--- src/rtl/prime_stream_gen.sv ---
// prime_stream_gen: emits the first n primes at or above a over a valid/ready stream.
// Primality is decided by sequential trial division using a restoring shift-subtract remainder unit.
module prime_stream_gen #(
  parameter int W = 32
) (
  input  logic         clk,
  input  logic         reset,
  input  logic         start,
  input  logic [W-1:0] a,
  input  logic [W-1:0] n,
  output logic         busy,
  output logic [W-1:0] prime,
  output logic         prime_valid,
  input  logic         prime_ready,
  output logic         prime_last,
  output logic         done,
  output logic         ovf
);
  localparam int CW = $clog2(W) + 1;

  typedef enum logic [2:0] {
    IDLE  = 3'd0,
    CHECK = 3'd1,
    DIV   = 3'd2,
    EVAL  = 3'd3,
    EMIT  = 3'd4,
    DONE  = 3'd5
  } state_t;

  state_t         state_r, state_s;
  logic [W-1:0]   cand_r, target_r, cnt_r, d_r, rem_r, dvd_r, prime_r;
  logic [2*W-1:0] sq_r;
  logic [CW-1:0]  bit_r;
  logic           busy_r, valid_r, last_r, done_r, ovf_r;

  logic           cand_max_s, xfer_s, step_s;
  logic [2*W-1:0] sq_step_s;
  logic [W:0]     shift_s, diff_s;
  logic [W-1:0]   rem_next_s;

  // Datapath helpers: next sq = sq + 2d + 1, and one restoring-division step.
  always_comb begin
    cand_max_s = (cand_r == {W{1'b1}});
    xfer_s     = valid_r && prime_ready;
    sq_step_s  = sq_r + {{(W-1){1'b0}}, d_r, 1'b1};
    shift_s    = {rem_r, dvd_r[W-1]};
    diff_s     = shift_s - {1'b0, d_r};
    if (shift_s >= {1'b0, d_r}) begin
      rem_next_s = diff_s[W-1:0];
    end else begin
      rem_next_s = shift_s[W-1:0];
    end
  end

  // Next-state logic; step_s marks moving on to the following candidate.
  always_comb begin
    state_s = state_r;
    step_s  = 1'b0;
    case (state_r)
      IDLE: begin
        if (start) begin
          state_s = (n == {W{1'b0}}) ? DONE : CHECK;
        end else begin
          state_s = IDLE;
        end
      end
      CHECK: begin
        if (cand_r < W'(2)) begin
          step_s = 1'b1;
        end else if (cand_r < W'(4)) begin
          state_s = EMIT;
        end else begin
          state_s = DIV;
        end
      end
      DIV: begin
        state_s = (bit_r == CW'(W - 1)) ? EVAL : DIV;
      end
      EVAL: begin
        if (rem_r == {W{1'b0}}) begin
          step_s = 1'b1;
        end else if (sq_step_s > {{W{1'b0}}, cand_r}) begin
          state_s = EMIT;
        end else begin
          state_s = DIV;
        end
      end
      EMIT: begin
        if (xfer_s && last_r) begin
          state_s = DONE;
        end else if (xfer_s) begin
          step_s = 1'b1;
        end else begin
          state_s = EMIT;
        end
      end
      DONE: begin
        state_s = IDLE;
      end
      default: begin
        state_s = IDLE;
      end
    endcase
    if (step_s) begin
      state_s = cand_max_s ? DONE : CHECK;
    end else begin
      state_s = state_s;
    end
  end

  // State register.
  always_ff @(posedge clk or negedge reset) begin
    if (!reset) begin
      state_r <= IDLE;
    end else begin
      state_r <= state_s;
    end
  end

  // Job registers, divider and registered stream outputs.
  always_ff @(posedge clk or negedge reset) begin
    if (!reset) begin
      cand_r   <= {W{1'b0}};
      target_r <= {W{1'b0}};
      cnt_r    <= {W{1'b0}};
      d_r      <= {W{1'b0}};
      rem_r    <= {W{1'b0}};
      dvd_r    <= {W{1'b0}};
      sq_r     <= {(2*W){1'b0}};
      bit_r    <= {CW{1'b0}};
      prime_r  <= {W{1'b0}};
      busy_r   <= 1'b0;
      valid_r  <= 1'b0;
      last_r   <= 1'b0;
      done_r   <= 1'b0;
      ovf_r    <= 1'b0;
    end else begin
      case (state_r)
        IDLE: begin
          if (start) begin
            cand_r   <= a;
            target_r <= n;
            cnt_r    <= {W{1'b0}};
            ovf_r    <= 1'b0;
            busy_r   <= 1'b1;
          end
        end
        CHECK: begin
          d_r   <= W'(2);
          sq_r  <= (2*W)'(4);
          rem_r <= {W{1'b0}};
          dvd_r <= cand_r;
          bit_r <= {CW{1'b0}};
        end
        DIV: begin
          rem_r <= rem_next_s;
          dvd_r <= dvd_r << 1;
          bit_r <= bit_r + CW'(1);
        end
        EVAL: begin
          sq_r  <= sq_step_s;
          d_r   <= d_r + W'(1);
          rem_r <= {W{1'b0}};
          dvd_r <= cand_r;
          bit_r <= {CW{1'b0}};
        end
        EMIT: begin
          if (xfer_s) begin
            cnt_r   <= cnt_r + W'(1);
            valid_r <= 1'b0;
            last_r  <= 1'b0;
          end
        end
        DONE: begin
          busy_r <= 1'b0;
        end
        default: begin
          busy_r <= 1'b0;
        end
      endcase
      if (step_s && cand_max_s) begin
        ovf_r <= 1'b1;
      end else if (step_s) begin
        cand_r <= cand_r + W'(1);
      end
      // prime and prime_last are loaded only on EMIT entry, so they hold under backpressure.
      if (state_s == EMIT && state_r != EMIT) begin
        valid_r <= 1'b1;
        prime_r <= cand_r;
        last_r  <= (cnt_r == target_r - W'(1));
      end
      done_r <= (state_r == DONE);
    end
  end

  assign busy        = busy_r;
  assign prime       = prime_r;
  assign prime_valid = valid_r;
  assign prime_last  = last_r;
  assign done        = done_r;
  assign ovf         = ovf_r;

endmodule
--- config.mk ---
export PLATFORM = sky130hd
export DESIGN_NAME = prime_stream_gen
export DESIGN_NICKNAME = d
export VERILOG_FILES = /design/src/rtl/prime_stream_gen.sv
export SDC_FILE = /design/constraint.sdc
export NUM_CORES = 1
export LEC_CHECK = 0
export CORE_MARGIN = 3
export CORE_UTILIZATION = 56
export CTS_CLUSTER_SIZE = 40
export DETAILED_ROUTE_END_ITERATION = 7
export GPL_ROUTABILITY_DRIVEN = 0
export GPL_TIMING_DRIVEN = 0
export PLACE_DENSITY = 0.78
export SYNTH_ARGS = -nofsm -noshare
export SYNTH_HDL_FRONTEND = slang
export SYNTH_SLANG_ARGS = --single-unit
--- constraint.sdc ---
create_clock -name clk -period 5 [get_ports clk]
set_input_delay 1 -clock clk [delete_from_list [all_inputs] [get_ports clk]]
set_output_delay 1 -clock clk [all_outputs]
set_load 0.05 [all_outputs]
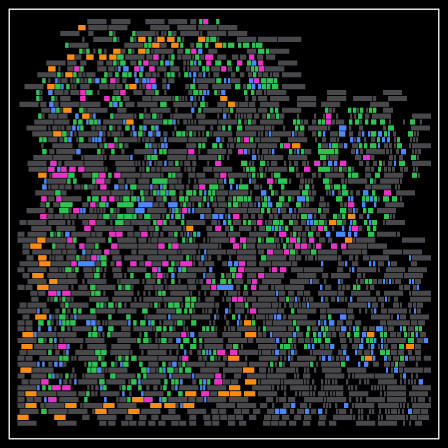
Fig. 1. Logic cells by family (run 1).
family	colour	cells
AND-OR and OR-AND gates	magenta	124
inverting AOI/OAI gates	green	540
multiplexers	orange	66
NOR gates	blue	300

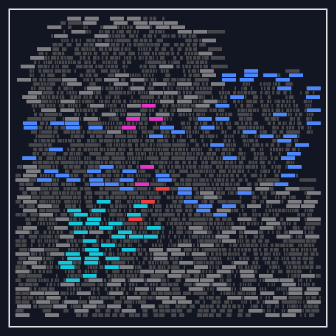
Fig. 2. Sequential cells coloured by netlist name (run 1).
Other sequential cells in the stronger grey, the rest of the logic in the fainter grey.
name in the netlist	colour	flops
`sq_r`	blue	64
`state_r`	red	3
`dvd_r`	cyan	32
`bit_r`	magenta	6

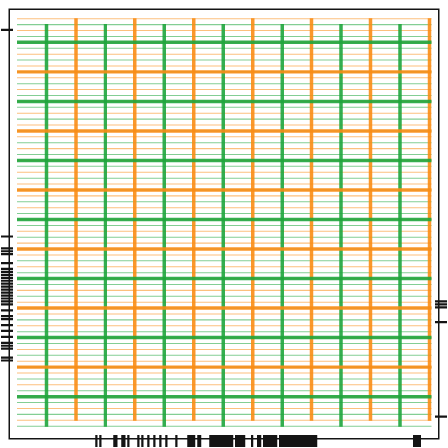
Fig. 3. Power grid (run 1).
Pins as bars on the die edge.
net	colour
VSS	green
VDD	orange
met1 rails	70
rows	69
signal pins	105
die width: 197 um
die height: 197 um
Core Footprint: 0.0358 mm2
peak supply drop: 308 uV

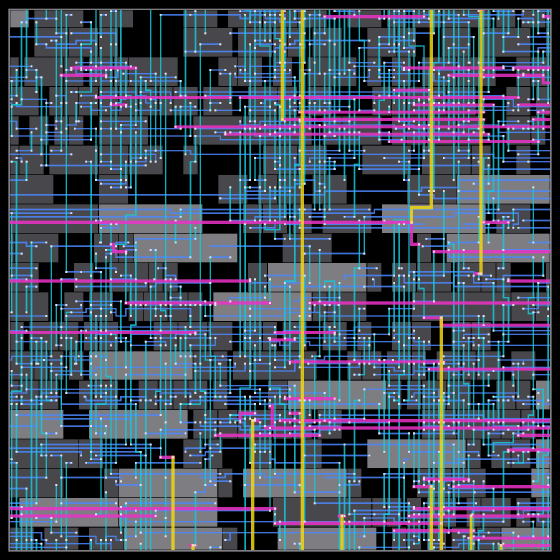
Fig. 4. Layout detail (run 1).
Region (24, 123) to (74, 173) um. Cells in grey, sequential cells in the stronger grey; small squares are vias.
layer	colour
met2	cyan
met4	yellow
met3	magenta
met1	blue
netlist names of flops here include	`d_r` (13), `sq_r` (4)
sequential cells in the window	18
most frequent	a21oi_1 (22), nor2_1 (21), inv_1 (17)
cells with their middle in the window	244

run 1: flip-flops by register name (all words and copies together) (netlist names):
signal / flops
d_r: 32
state_r: 3
cnt_r: 32
done: 1
sq_r: 64
target_r: 32
dvd_r: 32
ovf: 1
cand_r: 32
busy: 1
rem_r: 32
prime_last: 1
prime_valid: 1
bit_r: 6
prime: 32
run 1: how the worst min path moves through the flow:
stage / startpoint / end / slack (ns)
final: reset / target_r[23] / 0.46
after global routing: dvd_r[20] / dvd_r[20] / 0.51
after CTS: dvd_r[6] / dvd_r[6] / 0.48
after detailed placement: dvd_r[21] / dvd_r[21] / 0.47
after global placement: dvd_r[21] / dvd_r[21] / 0.46
after floorplan: dvd_r[31] / dvd_r[31] / 0.45
==> results.toml, run 1 <==
# generated from flow reports
[status]
status = "finished with violations"
violations = "DRC, setup timing"

[finish]
nClkBuffers = 51
n_all_buffers = 281
final_util_pct = 68.0
sh_comb_area_pct = 51.0
inverters = 100
nNetsFinal = 2789

[pwr]
combPwrFrac_pct = 37.7
power_leader = "combinational cells"
pg_comb_uw = 3770
p_seq_uw = 3360
internal_power_uw = 6270
power_density_mw_per_mm2 = 410
p_switching_uw = 3720

[place]
portBuffers = 104
place_ws_ns = -1.33
hpwl_mm = 46.9

[logic_synthesis]
syn_inst = 2422
synth_area_mm2 = 0.0205
most_common_cell = "nand2_1"
ys_seq_share_pct = 36.9
synthAoiAreaFrac_pct = 20.8
top_area_cell = "dfrtp_1"
synthSimpleGateAreaFrac_pct = 21.7
synthTopCellsByArea = "dfrtp_1 37%, nand2_1 6.4%, ha_1 6.2%, o21ai_0 4.9%, a21oi_1 3.6%"
ys_seq_elements = 302

[critical_path]
critPathMaxStageDelay_ns = 0.53
cp_cell_sequence = "ha_1 -> nand4_4 -> or3_1 -> o21bai_1 -> a21oi_2 -> nand2b_1 -> xnor2_1 -> ha_1 -> nand4_1 -> or4_1 -> nor2_2 -> a211o_1 -> nor4_2 -> nand4_1 -> or4_4 -> o31ai_4 -> buf_6 -> o21ba_4 -> buf_12 -> buf_12 -> mux2_4"
cp.depth = 21

[final_timing]
period_used_pct = 115
rsz0062_at_grt = "yes"
setup_viol = 36
setup_slack_ns = -0.729

[detailed_routing]
top_layer_used = "met4"
drc = 2
ant_nets = 0
routedWlPerCell_um = 21.3
first_pass_iters = 8

[clocking]
cts_buffers = 37
numClockSinks = 302
cts_hold_buf = 0
post_cts_buffers = 35

[global_routing]
met3_usage_pct = 5.36
==> run 2, diff against run 1 <==
--- a/config.mk
+++ b/config.mk
@@ -5,13 +5,13 @@
 export SDC_FILE = /design/constraint.sdc
 export NUM_CORES = 1
 export LEC_CHECK = 0
+export CAP_MARGIN = 20
 export CORE_MARGIN = 3
-export CORE_UTILIZATION = 56
+export CORE_UTILIZATION = 40
 export CTS_CLUSTER_SIZE = 40
 export DETAILED_ROUTE_END_ITERATION = 7
 export GPL_ROUTABILITY_DRIVEN = 0
 export GPL_TIMING_DRIVEN = 0
-export PLACE_DENSITY = 0.78
 export SYNTH_ARGS = -nofsm -noshare
 export SYNTH_HDL_FRONTEND = slang
 export SYNTH_SLANG_ARGS = --single-unit
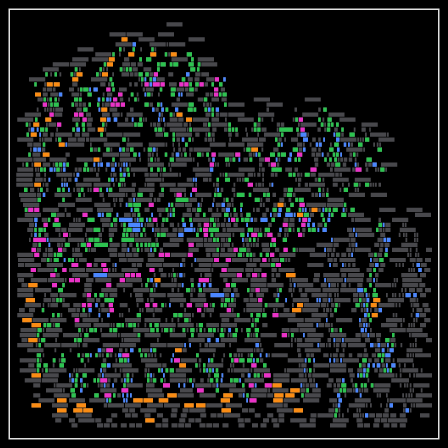
Fig. 5. Logic cells by family (run 2).
family	colour	cells
multiplexers	orange	66
AND-OR and OR-AND gates	magenta	124
inverting AOI/OAI gates	green	540
NOR gates	blue	300
most frequent logic cell in the layout: nand2_1
Comb area share: 50.6%
non-filler cells, final: 3322

==> run 2 against run 1 <==
Against the previous run: the run ends with setup timing left; sequential share of layout area fell by 0.59 points; routed wire length increased by 3.8%; first-iteration DRC count shrank 24%; maximum frequency grew 2.0%; non-clock buffer count is the same; register-to-register slack gained 0.11 ns; final cell count increased by 7.0%; core utilization fell by 19 points; critical path type unchanged; largest power group unchanged.
==> results.toml, run 2 <==
# generated from flow reports
[logic_synthesis]
syn_inst = 2422
synth_area_mm2 = 0.0205
top_area_cell = "dfrtp_1"
most_common_cell = "nand2_1"
syn_avg_cell_area_um2 = 8.45
ys_seq_elements = 302
synthTopCellsByArea = "dfrtp_1 37%, nand2_1 6.4%, ha_1 6.2%, o21ai_0 4.9%, a21oi_1 3.6%"

[critical_path]
cp.depth = 23
cp_cell_sequence = "ha_1 -> buf_6 -> nand4_1 -> buf_4 -> nor4_4 -> a21boi_2 -> nand4b_1 -> nand2_1 -> xnor2_1 -> ha_1 -> nand4_1 -> or4_1 -> nor2_2 -> a211o_1 -> nor4_2 -> nand4_1 -> or4_4 -> o31ai_4 -> buf_6 -> o21ba_4 -> buf_12 -> buf_6 -> mux2_4"
ff2ff_path_depth = 23
critPathMaxStageDelay_ns = 0.52

[pwr]
internal_power_uw = 6320
combPwrFrac_pct = 36.8
p_switching_uw = 3740
p_seq_uw = 3360
power_leader = "combinational cells"
pg_comb_uw = 3700
power_density_mw_per_mm2 = 405
ir_drop_uv = 376

[die]
core_area_mm2 = 0.0504
die_x_um = 232
die_h_um = 232

[finish]
regMostFlops = "sq_r"
largest_reg_flops = 64
inverters = 100
nNetsFinal = 2791
final_util_pct = 49.3
nClkBuffers = 54

[detailed_routing]
drc = 0
top_layer_used = "met5"
first_pass_iters = 7
ant_nets = 0
routedWlPerCell_um = 20.6
drt-initial-drc-count = 1995

[clocking]
cts_buffers = 39
post_cts_buffers = 27
numClockSinks = 302
cts_buffer_depth = 3
cts_hold_buf = 0

[final_timing]
setup_slack_ns = -0.618
period_used_pct = 112
rsz0062_at_grt = "yes"
setup_viol = 36

[global_routing]
met3_usage_pct = 3.34
first_global_vias = 18955
antenna_found_initial = 1

[place]
hpwl_mm = 51.2
portBuffers = 104

[status]
violations = "setup timing"
status = "finished with violations"
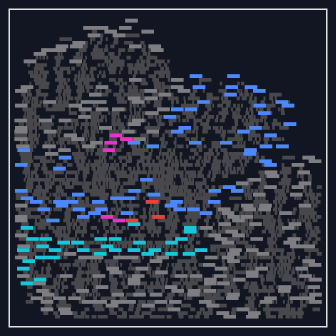
Fig. 6. Sequential cells coloured by netlist name (run 2).
Other sequential cells in the stronger grey, the rest of the logic in the fainter grey.
name in the netlist	colour	flops
`bit_r`	magenta	6
`sq_r`	blue	64
`state_r`	red	3
`dvd_r`	cyan	32
not coloured	197

[run 2: per-stage QoR]
stage | instances | setup WS, ns | cell area, um2 | total power [uW]
3_3_place_gp | 3198 | -11.73 | 22500 | 6770
6_report | 3322 | -0.618 | 24800 | 10100
2_1_floorplan | 2422 | -0.0679 | 20600 | 5860
3_5_place_dp | 3200 | -1.34 | 22500 | 6890
4_1_cts | 3298 | -0.632 | 24400 | 10000
5_1_grt | 3322 | -0.794 | 24800 | 10700
[run 2: logic make-up after synthesis]
family                     share of synthesized area (%)
AOI/OAI and AO/OA                                   20.8
adders and majority gates                           6.37
xor gates and xnor gates                            5.61
DFF                                                 36.9
and+or+nand+nor                                     21.7
muxes                                               3.97
buffers and inverters                               4.55
Power figures rest on the tool's default switching activity, not on a simulated workload.
